--- config.mk ---
export PLATFORM = sky130hd
export DESIGN_NAME = multicycle_ctrl
export DESIGN_NICKNAME = d
export VERILOG_FILES = /design/src/rtl/multicycle_ctrl.sv
export SDC_FILE = /design/constraint.sdc
export NUM_CORES = 1
export LEC_CHECK = 0
export CAP_MARGIN = 20
export CORE_MARGIN = 2
export CORE_UTILIZATION = 52
export DETAILED_ROUTE_END_ITERATION = 8
export HOLD_SLACK_MARGIN = 0.1
export PLACE_DENSITY = 0.91
export SLEW_MARGIN = 20
export SYNTH_ARGS = -nofsm -noshare
export SYNTH_HDL_FRONTEND = slang
export SYNTH_SLANG_ARGS = --single-unit
--- constraint.sdc ---
create_clock -name clk -period 3.5 [get_ports clk]
set_input_delay 1.05 -clock clk [delete_from_list [all_inputs] [get_ports clk]]
set_output_delay 1.05 -clock clk [all_outputs]
set_load 0.02 [all_outputs]
--- src/rtl/multicycle_ctrl.sv ---
// Multi-cycle control unit for the MIPS-subset datapath.
// Walks each instruction through fetch/decode/execute/memory/writeback,
// handshakes with a variable-latency memory and counts retired instructions.
module multicycle_ctrl #(
    parameter int OP_W  = 6,
    parameter int FN_W  = 6,
    parameter int CNT_W = 32
) (
    input  logic             clk,
    input  logic             rst_n,
    input  logic [OP_W-1:0]  opcode,
    input  logic [FN_W-1:0]  funct,
    input  logic             zero,
    input  logic             mem_ack,
    output logic             mem_req,
    output logic             mem_we,
    output logic             ir_write,
    output logic             pc_write,
    output logic [1:0]       pc_src,
    output logic             reg_write,
    output logic             rd_mux_s,
    output logic             wb_mux_s,
    output logic             alu_src_a,
    output logic [1:0]       alu_src_b,
    output logic [FN_W-1:0]  alu_funct,
    output logic             illegal,
    output logic [3:0]       state,
    output logic [CNT_W-1:0] retired
);

    typedef enum logic [3:0] {
        S_FETCH  = 4'd0,
        S_DECODE = 4'd1,
        S_EXEC_R = 4'd2,
        S_EXEC_I = 4'd3,
        S_WB_R   = 4'd4,
        S_WB_I   = 4'd5,
        S_ADDR   = 4'd6,
        S_MEM_RD = 4'd7,
        S_MEM_WR = 4'd8,
        S_WB_MEM = 4'd9,
        S_BRANCH = 4'd10,
        S_JUMP   = 4'd11
    } state_t;

    localparam logic [OP_W-1:0] OP_R    = OP_W'(6'b000000);
    localparam logic [OP_W-1:0] OP_ADDI = OP_W'(6'b001000);
    localparam logic [OP_W-1:0] OP_BEQ  = OP_W'(6'b000100);
    localparam logic [OP_W-1:0] OP_BNE  = OP_W'(6'b000101);
    localparam logic [OP_W-1:0] OP_LW   = OP_W'(6'b100011);
    localparam logic [OP_W-1:0] OP_SW   = OP_W'(6'b101011);
    localparam logic [OP_W-1:0] OP_J    = OP_W'(6'b000010);

    localparam logic [FN_W-1:0] FN_ADD  = FN_W'(6'b100000);
    localparam logic [FN_W-1:0] FN_SUB  = FN_W'(6'b100010);

    state_t           state_reg;
    state_t           state_next;
    logic [OP_W-1:0]  op_reg;
    logic [CNT_W-1:0] retired_reg;
    logic             retire_next;

    // Next-state selection and retirement detection.
    always_comb begin
        state_next  = state_reg;
        retire_next = 1'b0;
        case (state_reg)
            S_FETCH: begin
                if (mem_ack) state_next = S_DECODE;
            end
            S_DECODE: begin
                // Live opcode is used here; it is captured into op_reg this cycle.
                case (opcode)
                    OP_R:           state_next = S_EXEC_R;
                    OP_ADDI:        state_next = S_EXEC_I;
                    OP_LW, OP_SW:   state_next = S_ADDR;
                    OP_BEQ, OP_BNE: state_next = S_BRANCH;
                    OP_J:           state_next = S_JUMP;
                    default:        state_next = S_FETCH;
                endcase
            end
            S_EXEC_R: state_next = S_WB_R;
            S_EXEC_I: state_next = S_WB_I;
            S_ADDR:   state_next = (op_reg == OP_SW) ? S_MEM_WR : S_MEM_RD;
            S_MEM_RD: begin
                if (mem_ack) state_next = S_WB_MEM;
            end
            S_MEM_WR: begin
                if (mem_ack) begin
                    state_next  = S_FETCH;
                    retire_next = 1'b1;
                end
            end
            S_WB_R, S_WB_I, S_WB_MEM, S_BRANCH, S_JUMP: begin
                state_next  = S_FETCH;
                retire_next = 1'b1;
            end
            default: state_next = S_FETCH;
        endcase
    end

    // State, captured opcode and retired counter; reset wins over any late mem_ack.
    always_ff @(posedge clk) begin
        if (!rst_n) begin
            state_reg   <= S_FETCH;
            op_reg      <= '0;
            retired_reg <= '0;
        end else begin
            state_reg <= state_next;
            if (state_reg == S_DECODE) op_reg <= opcode;
            if (retire_next) retired_reg <= retired_reg + CNT_W'(1);
        end
    end

    // Control outputs decoded from the current state, all held low during reset.
    always_comb begin
        mem_req   = 1'b0;
        mem_we    = 1'b0;
        ir_write  = 1'b0;
        pc_write  = 1'b0;
        pc_src    = 2'd0;
        reg_write = 1'b0;
        rd_mux_s  = 1'b0;
        wb_mux_s  = 1'b0;
        alu_src_a = 1'b0;
        alu_src_b = 2'd0;
        alu_funct = FN_ADD;
        illegal   = 1'b0;
        case (state_reg)
            S_FETCH: begin
                mem_req   = 1'b1;
                alu_src_b = 2'd1;
                ir_write  = mem_ack;
                pc_write  = mem_ack;
            end
            S_DECODE: begin
                alu_src_b = 2'd3;
                case (opcode)
                    OP_R, OP_ADDI, OP_LW, OP_SW, OP_BEQ, OP_BNE, OP_J: illegal = 1'b0;
                    default: illegal = 1'b1;
                endcase
            end
            S_EXEC_R: begin
                alu_src_a = 1'b1;
                alu_funct = funct;
            end
            S_EXEC_I, S_ADDR: begin
                alu_src_a = 1'b1;
                alu_src_b = 2'd2;
            end
            S_WB_R: begin
                reg_write = 1'b1;
                rd_mux_s  = 1'b1;
            end
            S_WB_I: reg_write = 1'b1;
            S_MEM_RD: mem_req = 1'b1;
            S_MEM_WR: begin
                mem_req = 1'b1;
                mem_we  = 1'b1;
            end
            S_WB_MEM: begin
                reg_write = 1'b1;
                wb_mux_s  = 1'b1;
            end
            S_BRANCH: begin
                alu_src_a = 1'b1;
                alu_funct = FN_SUB;
                pc_src    = 2'd1;
                pc_write  = (op_reg == OP_BNE) ? ~zero : zero;
            end
            S_JUMP: begin
                pc_write = 1'b1;
                pc_src   = 2'd2;
            end
            default: illegal = 1'b1;
        endcase
        if (!rst_n) begin
            mem_req   = 1'b0;
            mem_we    = 1'b0;
            ir_write  = 1'b0;
            pc_write  = 1'b0;
            pc_src    = 2'd0;
            reg_write = 1'b0;
            rd_mux_s  = 1'b0;
            wb_mux_s  = 1'b0;
            alu_src_a = 1'b0;
            alu_src_b = 2'd0;
            alu_funct = '0;
            illegal   = 1'b0;
        end
    end

    assign state   = rst_n ? state_reg : 4'd0;
    assign retired = retired_reg;

endmodule

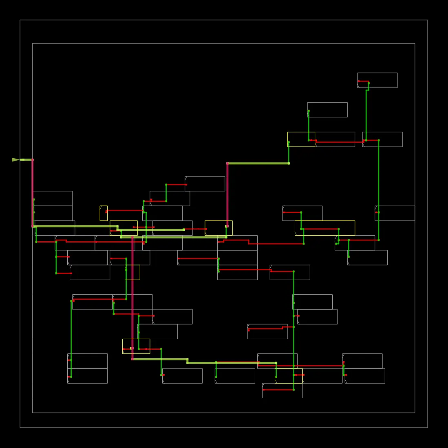
run_1/clock_nets.png
Skew-Pair Late Insertion Delay: 0.30 ns
P_clk: 0.380 mW
clock buf count: 6

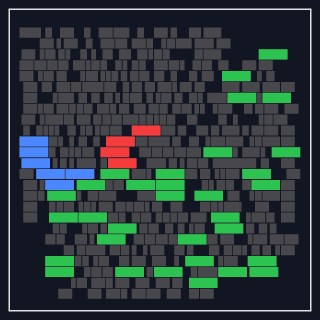
run_1/ff_map.png
Scale: 4 px per µm.
legend:
  green:
    netlist_name: retired
    flops: 32
  blue:
    netlist_name: op_reg
    flops: 6
    where: left middle
  red:
    netlist_name: state_reg
    flops: 4

==> out/metrics.csv, run 1 <==
metric,value,unit
clockRootBuffer,clkbuf_8,
adder_share,0.477,%
drt_iter0_markers,115,
yosys.area.top_type,dfxtp_1,
ys_top_logic_family,simple AND/OR/NAND/NOR gates,
ioPinCount,71,
max_stage_delay,0.49,ns
cts.path.max_buffers,2,
cts_tree,yes,
worst_pin_slew,0.815,ns
drc,0,
h-tree-depth,2,
place_area,3440,µm²
numPortBuffers,70,
drive_gt1_share,17.0,%
syn_to_final_growth,34.4,%
final_area,3530,µm²
grt_pass1_wl,11100,µm
worst_slack,-0.00336,ns
synth_top_area_share,32.1,%
syn_area_per_cell,8.12,µm²
violations,negative setup slack,
place_ws,-0.465,ns
p_leak,1.28,nW
fin_crit,3.50,ns
hold_ws,0.457,ns
grt_overflow_total,0,
ys_cells,323,
worstPathRequired,2.45,ns
holdBufCountCts,0,
antenna_cells,0,
gp_congestion,0.879,
ys_sh_aoi,16.0,%
power_frac_seq,49.7,%
synth_flops,42,
fin_util,73.7,%
peakVddDrop,0.355,mV
status,finished with violations,
coreArea,4790,µm²
setup_violations,1,
dp.cells,460,
critPathCaptureType,output port,
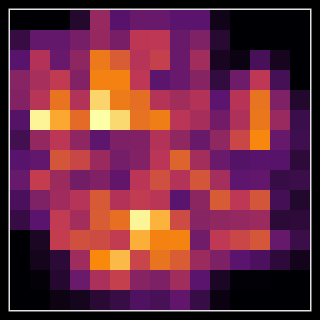
run_1/route_heat.png
Scale: 4 px per µm. The die is cut into 15 by 15 equal tiles; black is low, pale yellow is high, scaled to the fullest tile. Values are wire area over tile area, all layers added.
nearly empty tiles: 12%
mean over tiles: 0.20
fullest tile: 0.58
WL/cell: 15.1 µm
WL final: 7080 µm
routed vias: 2777
gr usage total: 25.3%

[run 1: metal layers]
metal  vias up  track usage [%]  share of wire, %
met1      1324             31.7                43
met4         0             9.72               1.6
met3        15             5.76               5.0
met5         -                0                 0
li1       1339                -                 -
met2        99             42.4                51
[run 1: cell type report]
type                       count  area [µm²]
tap                           67        83.8
inverter                      10        37.5
clock inverter                 2        37.5
clock buffer                   6        72.6
multi-input combinational    249        1650
fill                         384        1260
sequential                    42         841
timing repair buffer          92         807
[run 1: critical path: cells and delay by family]
kind	cells	cell delay (ns)
buffers and inverters	2	0.63
AND/OR/NAND/NOR	1	0.09
AND-OR/OR-AND	3	0.69
[run 1: final timing paths]
path,cells after the start,to,start,slack (ns)
worst max-delay path,6,illegal,opcode[3],-0.003
worst min-delay path,2,op_reg[4]$_SDFFE_PN0P_,op_reg[4]$_SDFFE_PN0P_,0.46
worst max register to register,4,retired[11]$_SDFFE_PN0P_,state_reg[3]$_SDFFE_PN0P_,1.22
worst min register to register,2,op_reg[4]$_SDFFE_PN0P_,op_reg[4]$_SDFFE_PN0P_,0.46
[run 1: layout by cell type, fill, tap and decap left out, types with 5 or more instances in the layout]
master,instances
nand3_1,12
o31ai_1,12
dfxtp_1,42
clkbuf_8,5
nand2b_1,18
nor2_1,13
o21ai_0,8
clkbuf_2,9
nand2_1,43
and2_1,10
dlygate4sd2_1,8
clkdlybuf4s50_1,47
mux2i_1,13
nand4_1,5
or4_1,13
buf_4,22
nor4_1,5
inv_1,10
a21oi_1,26
nor4_2,9
[run 1: power groups by stage]
stage,Sequential (mW),Clock (mW),Combinational (mW)
after floorplan,0.499,0,0.0642
after global placement,0.503,0,0.118
after detailed placement,0.504,0,0.121
after CTS,0.493,0.386,0.118
after global routing,0.494,0.403,0.130
final,0.493,0.380,0.120
--- run 2 (diff from run 1) ---
--- a/config.mk
+++ b/config.mk
@@ -8,6 +8,8 @@
 export CAP_MARGIN = 20
 export CORE_MARGIN = 2
 export CORE_UTILIZATION = 52
+export CTS_CLUSTER_DIAMETER = 40
+export CTS_CLUSTER_SIZE = 24
 export DETAILED_ROUTE_END_ITERATION = 8
 export HOLD_SLACK_MARGIN = 0.1
 export PLACE_DENSITY = 0.91
==> run 2 against run 1 <==
The flow still finishes with violations (negative setup slack). Via count unchanged. First-iteration DRC count unchanged. Power unchanged. Wire length unchanged. Synthesized area unchanged. Critical path depth unchanged. Critical endpoint unchanged. Largest cell class unchanged.
==> out/metrics.csv, run 2 <==
metric,value,unit
ys_seq_share,32.1,%
wire_per_inst,15.1,µm
critPathArrivalTime,2.45,ns
antenna_cells,0,
clkPwrFrac,38.3,%
switching_share,24.0,%
final_common_cell,clkdlybuf4s50_1,
status,finished with violations,
edf_count,0,
gp_congestion,0.879,
synth_top_area_share,32.1,%
grt_max_degree,27,
ioPinCount,71,
vias,2777,
h-tree-depth,2,
drv_slew,0,
worst_pin_slew,0.815,ns
fp_util,54.8,%
ys_cells,323,
clock_latency,0.30,ns
ff_type,dfxtp_1,
clockRootBuffer,clkbuf_8,
grt_use_total,25.3,%
drt_iter0_markers,115,
combGateArea,1650,µm²
grt_pass1_wl,11100,µm
syn_area_per_cell,8.12,µm²
max-cap-violations,0,
fin_crit,3.50,ns
ys_types,56,
dp.cells,460,
start_kind,primary input,
yosysMostFrequentCell,nand2_1,
hpwl,5060,µm
p_int,0.754,mW
setup_violations,1,
cts_tree,yes,
power_frac_seq,49.7,%
finalWirelength,7080,µm
synth_flops,42,
power_leader,registers,
coreArea,4790,µm²
holdBufCountCts,0,
final_cell_mix,"47 x clkdlybuf4s50_1, 43 x nand2_1, 42 x dfxtp_1",
floorplan.nets,340,
yosys.area.top_type,dfxtp_1,
numPortBuffers,70,
p_leak,1.28,nW
grt_overflow_total,0,
drc,0,
cts.path.max_buffers,2,
power.share.combinational,12.1,%
place_ws,-0.465,ns
finalPower,0.992,mW
critPathCaptureType,output port,
final_area,3530,µm²
critical_path_class,primary input to output port,
ys.warnings.count,0,
drive_gt1_share,17.0,%
violations,negative setup slack,
fillers,384,
clock_power,0.380,mW
syn_to_final_growth,34.4,%
setup_tns,-0.00336,ns
period_used_share,100,%
peakVddDrop,0.355,mV
vias_per_cell,5.93,
yosys-top-cells-area,"dfxtp_1 32%, nand2_1 6.3%, a21oi_1 5.0%, mux2i_1 5.0%, nand2b_1 4.3%",
pg_comb,0.120,mW
fin_util,73.7,%
finalNetCount,417,
holdCritPathClass,flop to flop,
hold_ws,0.457,ns
place_area,3440,µm²
p_switching,0.238,mW
regArea,841,µm²
fp.dieH,75.0,µm
max_freq,285,MHz
worst_slack,-0.00336,ns
p_seq,0.493,mW
worstPathRequired,2.45,ns
largest_register_ffs,32,
chipArea,5630,µm²
rsz0062_at_grt,true,
==> run 2: cell counts after synthesis <==
No cell type changed its count.
==> run 2: final timing paths <==
kind / startpoint / to / slack (ns) / cells after the start
worst max-delay path: opcode[3] / illegal / -0.003 / 6
worst min-delay path: op_reg[4]$_SDFFE_PN0P_ / op_reg[4]$_SDFFE_PN0P_ / 0.46 / 2
worst min register to register: op_reg[4]$_SDFFE_PN0P_ / op_reg[4]$_SDFFE_PN0P_ / 0.46 / 2
worst max register to register: state_reg[3]$_SDFFE_PN0P_ / retired[11]$_SDFFE_PN0P_ / 1.22 / 4
==> run 2: repair_timing <==
item,4_1_cts,5_1_grt
resized,32,30
endpoints found under the hold margin,0,0
pin swaps,0,1
setup endpoints to repair,21,15
setup buffers,0,0
==> run 2: layout make-up <==
| class | count | area share (%) |
|---|---|---|
| clock buffer | 6 | 2.06 |
| clock inverter | 2 | 1.06 |
| inverter | 10 | 1.06 |
| multi-input combinational | 249 | 46.7 |
| sequential | 42 | 23.8 |
| tap | 67 | 2.38 |
| timing repair buffer | 92 | 22.9 |
==> run 2: logic make-up after synthesis <==
kind of cell | count (synthesis) | synth area share, %
simple gates | 165 | 38.2
fa+ha+maj | 1 | 0.477
buf+inv | 32 | 6.54
compound gates | 65 | 16.0
flops | 42 | 32.1
xor+xnor | 4 | 1.34
mux | 14 | 5.39
==> run 2: routing by layer <==
layer  vias to the layer above  wire length [µm]  track usage, %  part of all wire, %
met5                         -                 0               0                    0
met4                         0               112            9.72                  1.6
met3                        15               355            5.76                  5.0
met2                        99              3590            42.4                   51
met1                      1324              3020            31.7                   43
li1                       1339                 -               -                    -
==> run 2: critical path: stages <==
cell	delay (ns)
clkdlybuf4s50_1	0.47
a2111oi_2	0.49
o31ai_2	0.15
nand2_1	0.09
a21oi_1	0.05
buf_2	0.16
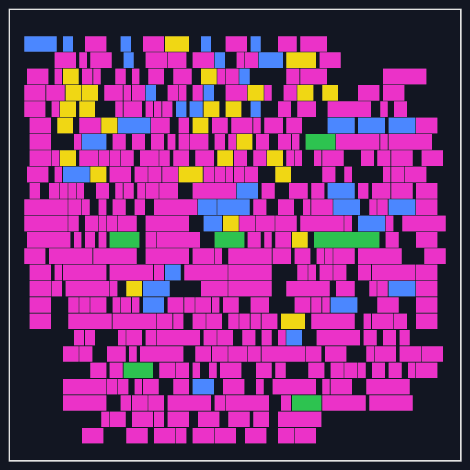
run_2/sizing.png
Scale: 6 px per µm.
legend:
  blue:
    size: x2
    cells: 35
  green:
    size: x6 and larger
    cells: 6
  magenta:
    size: x1 and smaller
    cells: 333
  yellow:
    size: x3 and x4
    cells: 27

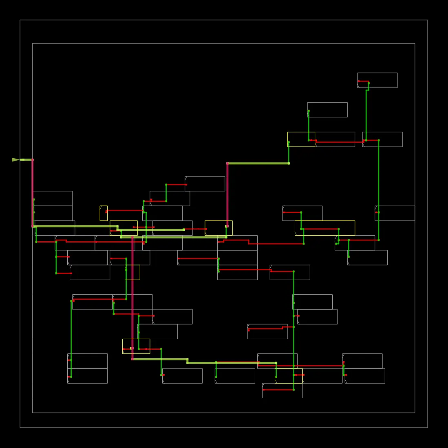
run_2/clock_nets.png
clock skew: 0.00773 ns
flip-flops: 42
Clock Sinks: 42
CTS Buf Count: 5

--- run 3 (diff from run 2) ---
--- a/config.mk
+++ b/config.mk
@@ -6,7 +6,7 @@
 export NUM_CORES = 1
 export LEC_CHECK = 0
 export CAP_MARGIN = 20
-export CORE_MARGIN = 2
+export CORE_MARGIN = 3
 export CORE_UTILIZATION = 52
 export CTS_CLUSTER_DIAMETER = 40
 export CTS_CLUSTER_SIZE = 24
==> run 3 against run 2 <==
The run now ends clean. Non-clock buffer count unchanged. Cell count stayed put. Sequential cell count unchanged. Largest cell class unchanged. Critical endpoint unchanged. Highest routed layer unchanged. Sequential share of layout area is 0.20 points higher.
==> out/metrics.csv, run 3 <==
metric,value,unit
floorplan.nets,340,
clockRootBuffer,clkbuf_8,
max-cap-violations,0,
ys_seq_share,32.1,%
finalPower,0.989,mW
syn_to_final_growth,33.3,%
edf_count,0,
vias_per_cell,5.78,
rsz0062_at_grt,true,
simple_gate_area_share,38.2,%
ys_top_logic_family,simple AND/OR/NAND/NOR gates,
xor_share,1.34,%
ys_types,56,
pg_comb,0.117,mW
final_common_cell,clkdlybuf4s50_1,
final_cell_mix,"47 x clkdlybuf4s50_1, 44 x nand2_1, 42 x dfxtp_1",
clkPwrFrac,38.3,%
setup_violations,0,
largest_register_ffs,32,
h-tree-depth,2,
fin_crit,3.47,ns
p_seq,0.493,mW
yosysMostFrequentCell,nand2_1,
power_leader,registers,
drc,0,
holdCritPathClass,flop to flop,
grt_overflow_total,0,
grt_pass1_wl,11400,µm
chipArea,5930,µm²
antenna_cells,0,
coreArea,4790,µm²
use_met2,41.0,%
cts_inserted_buffers,5,
ys_sh_aoi,16.0,%
clock-sinks,42,
muxShareOfSynthArea,5.39,%
drive_gt1_share,16.7,%
hpwl,4860,µm
post_cts_buffers,0,
max_freq,288,MHz
busiest_layer,met2,
drt_iter0_markers,131,
start_kind,primary input,
grt_max_degree,27,
critical_path_class,primary input to output port,
p_switching,0.235,mW
adder_share,0.477,%
gr-usage-met1,26.6,%
critPathArrivalTime,2.42,ns
period_used_share,99.1,%
max_stage_delay,0.48,ns
fin_util,73.1,%
ys.warnings.count,0,
drv_slew,0,
rr_worst_depth,4,
wire_per_inst,14.4,µm
peakVddDrop,0.242,mV
worst_pin_slew,0.818,ns
cts.path.max_buffers,2,
p_leak,1.26,nW
switching_share,23.8,%
ff_type,dfxtp_1,
fp_util,54.8,%
path_depth,6,
power_frac_seq,49.9,%
crit_chain,"clkdlybuf4s50_1, a2111oi_1, o31ai_2, nand2_1, a21oi_1, buf_4",
power.share.combinational,11.9,%
crit_slowest_cell,a2111oi_1,
status,finished clean,
synth_top_area_share,32.1,%
cts_tree,yes,
hold_ws,0.457,ns
[run 3: cell type report]
type,instances,area (µm²)
multi-input cells,249,1630
fillers,354,1290
flip-flops and latches,42,841
inverters,10,37.5
well taps,67,83.8
clock inverters,1,30.0
repair buffers,92,800
clock buffers,7,76.3
[run 3: path summary, 6_finish.rpt]
| kind | slack [ns] | to | startpoint |
|---|---|---|---|
| max | 0.03 | illegal | opcode[3] |
| min | 0.46 | op_reg[4]$_SDFFE_PN0P_ | op_reg[4]$_SDFFE_PN0P_ |
| max reg2reg | 1.22 | retired[13]$_SDFFE_PN0P_ | state_reg[3]$_SDFFE_PN0P_ |
| min reg2reg | 0.46 | op_reg[4]$_SDFFE_PN0P_ | op_reg[4]$_SDFFE_PN0P_ |
[run 3: repair_timing]
action | in CTS | in global routing
setup endpoints to repair | 22 | 17
resized | 39 | 29
pin swaps | 0 | 1
[run 3: routing by layer]
layer	share of wire, %	routed length, µm	vias to the layer above
li1	-	-	1336
met1	42	2840	1278
met2	51	3450	79
met3	5.1	346	12
met4	1.7	113	0
met5	0	0	-
[run 3: logic make-up after synthesis]
| group | Yosys count |
|---|---|
| buffers and inverters | 32 |
| flip-flops | 42 |
| adder cells (fa/ha/maj) | 1 |
| AND/OR/NAND/NOR | 165 |
| XOR/XNOR | 4 |
| multiplexers | 14 |
| AND-OR/OR-AND | 65 |
[run 3: stage by stage]
step                cell area, µm²  std cells  setup slack, ns
floorplan                     2620        323            0.261
global placement              3440        460           -0.391
detailed placement            3440        460           -0.440
CTS                           3530        468          -0.0919
global route                  3500        468          -0.0647
finish                        3500        468           0.0319
[run 3: worst reg2reg max path, stage by stage, from the launching register on]
cell and delay [ns]:
dfxtp_1 0.70, nand2b_1 0.15, o32a_1 0.64, or4_1 0.57
a21oi_1 0.15
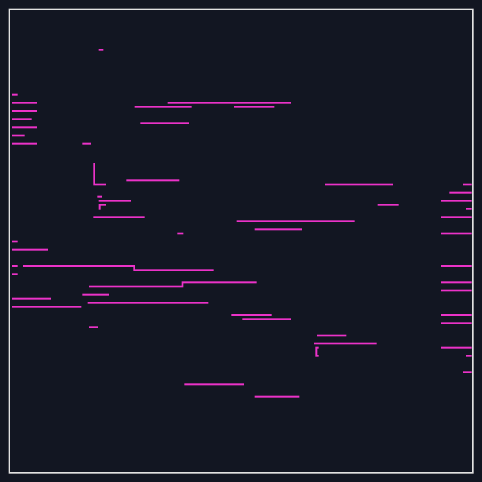
run_3/m3.png
Scale: 6 px per µm.
main direction: horizontal
wire length on this layer: 346 µm
nets with wire on the layer: 46
share of all routed wire: 5.1%
WL final: 6760 µm
routed vias: 2705
met3 global-route usage: 4.34%

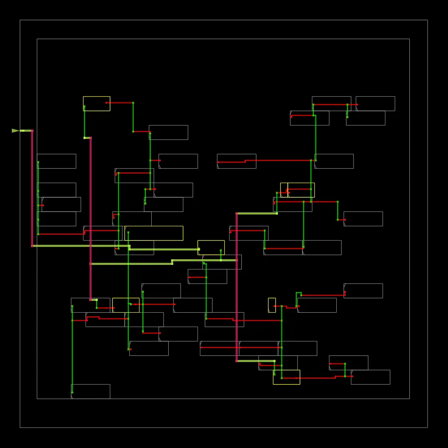
run_3/clock_nets.png
P_clk: 0.379 mW
clock skew: 0.00804 ns
clock buf count: 7

Power figures rest on the tool's default switching activity, not on a simulated workload.
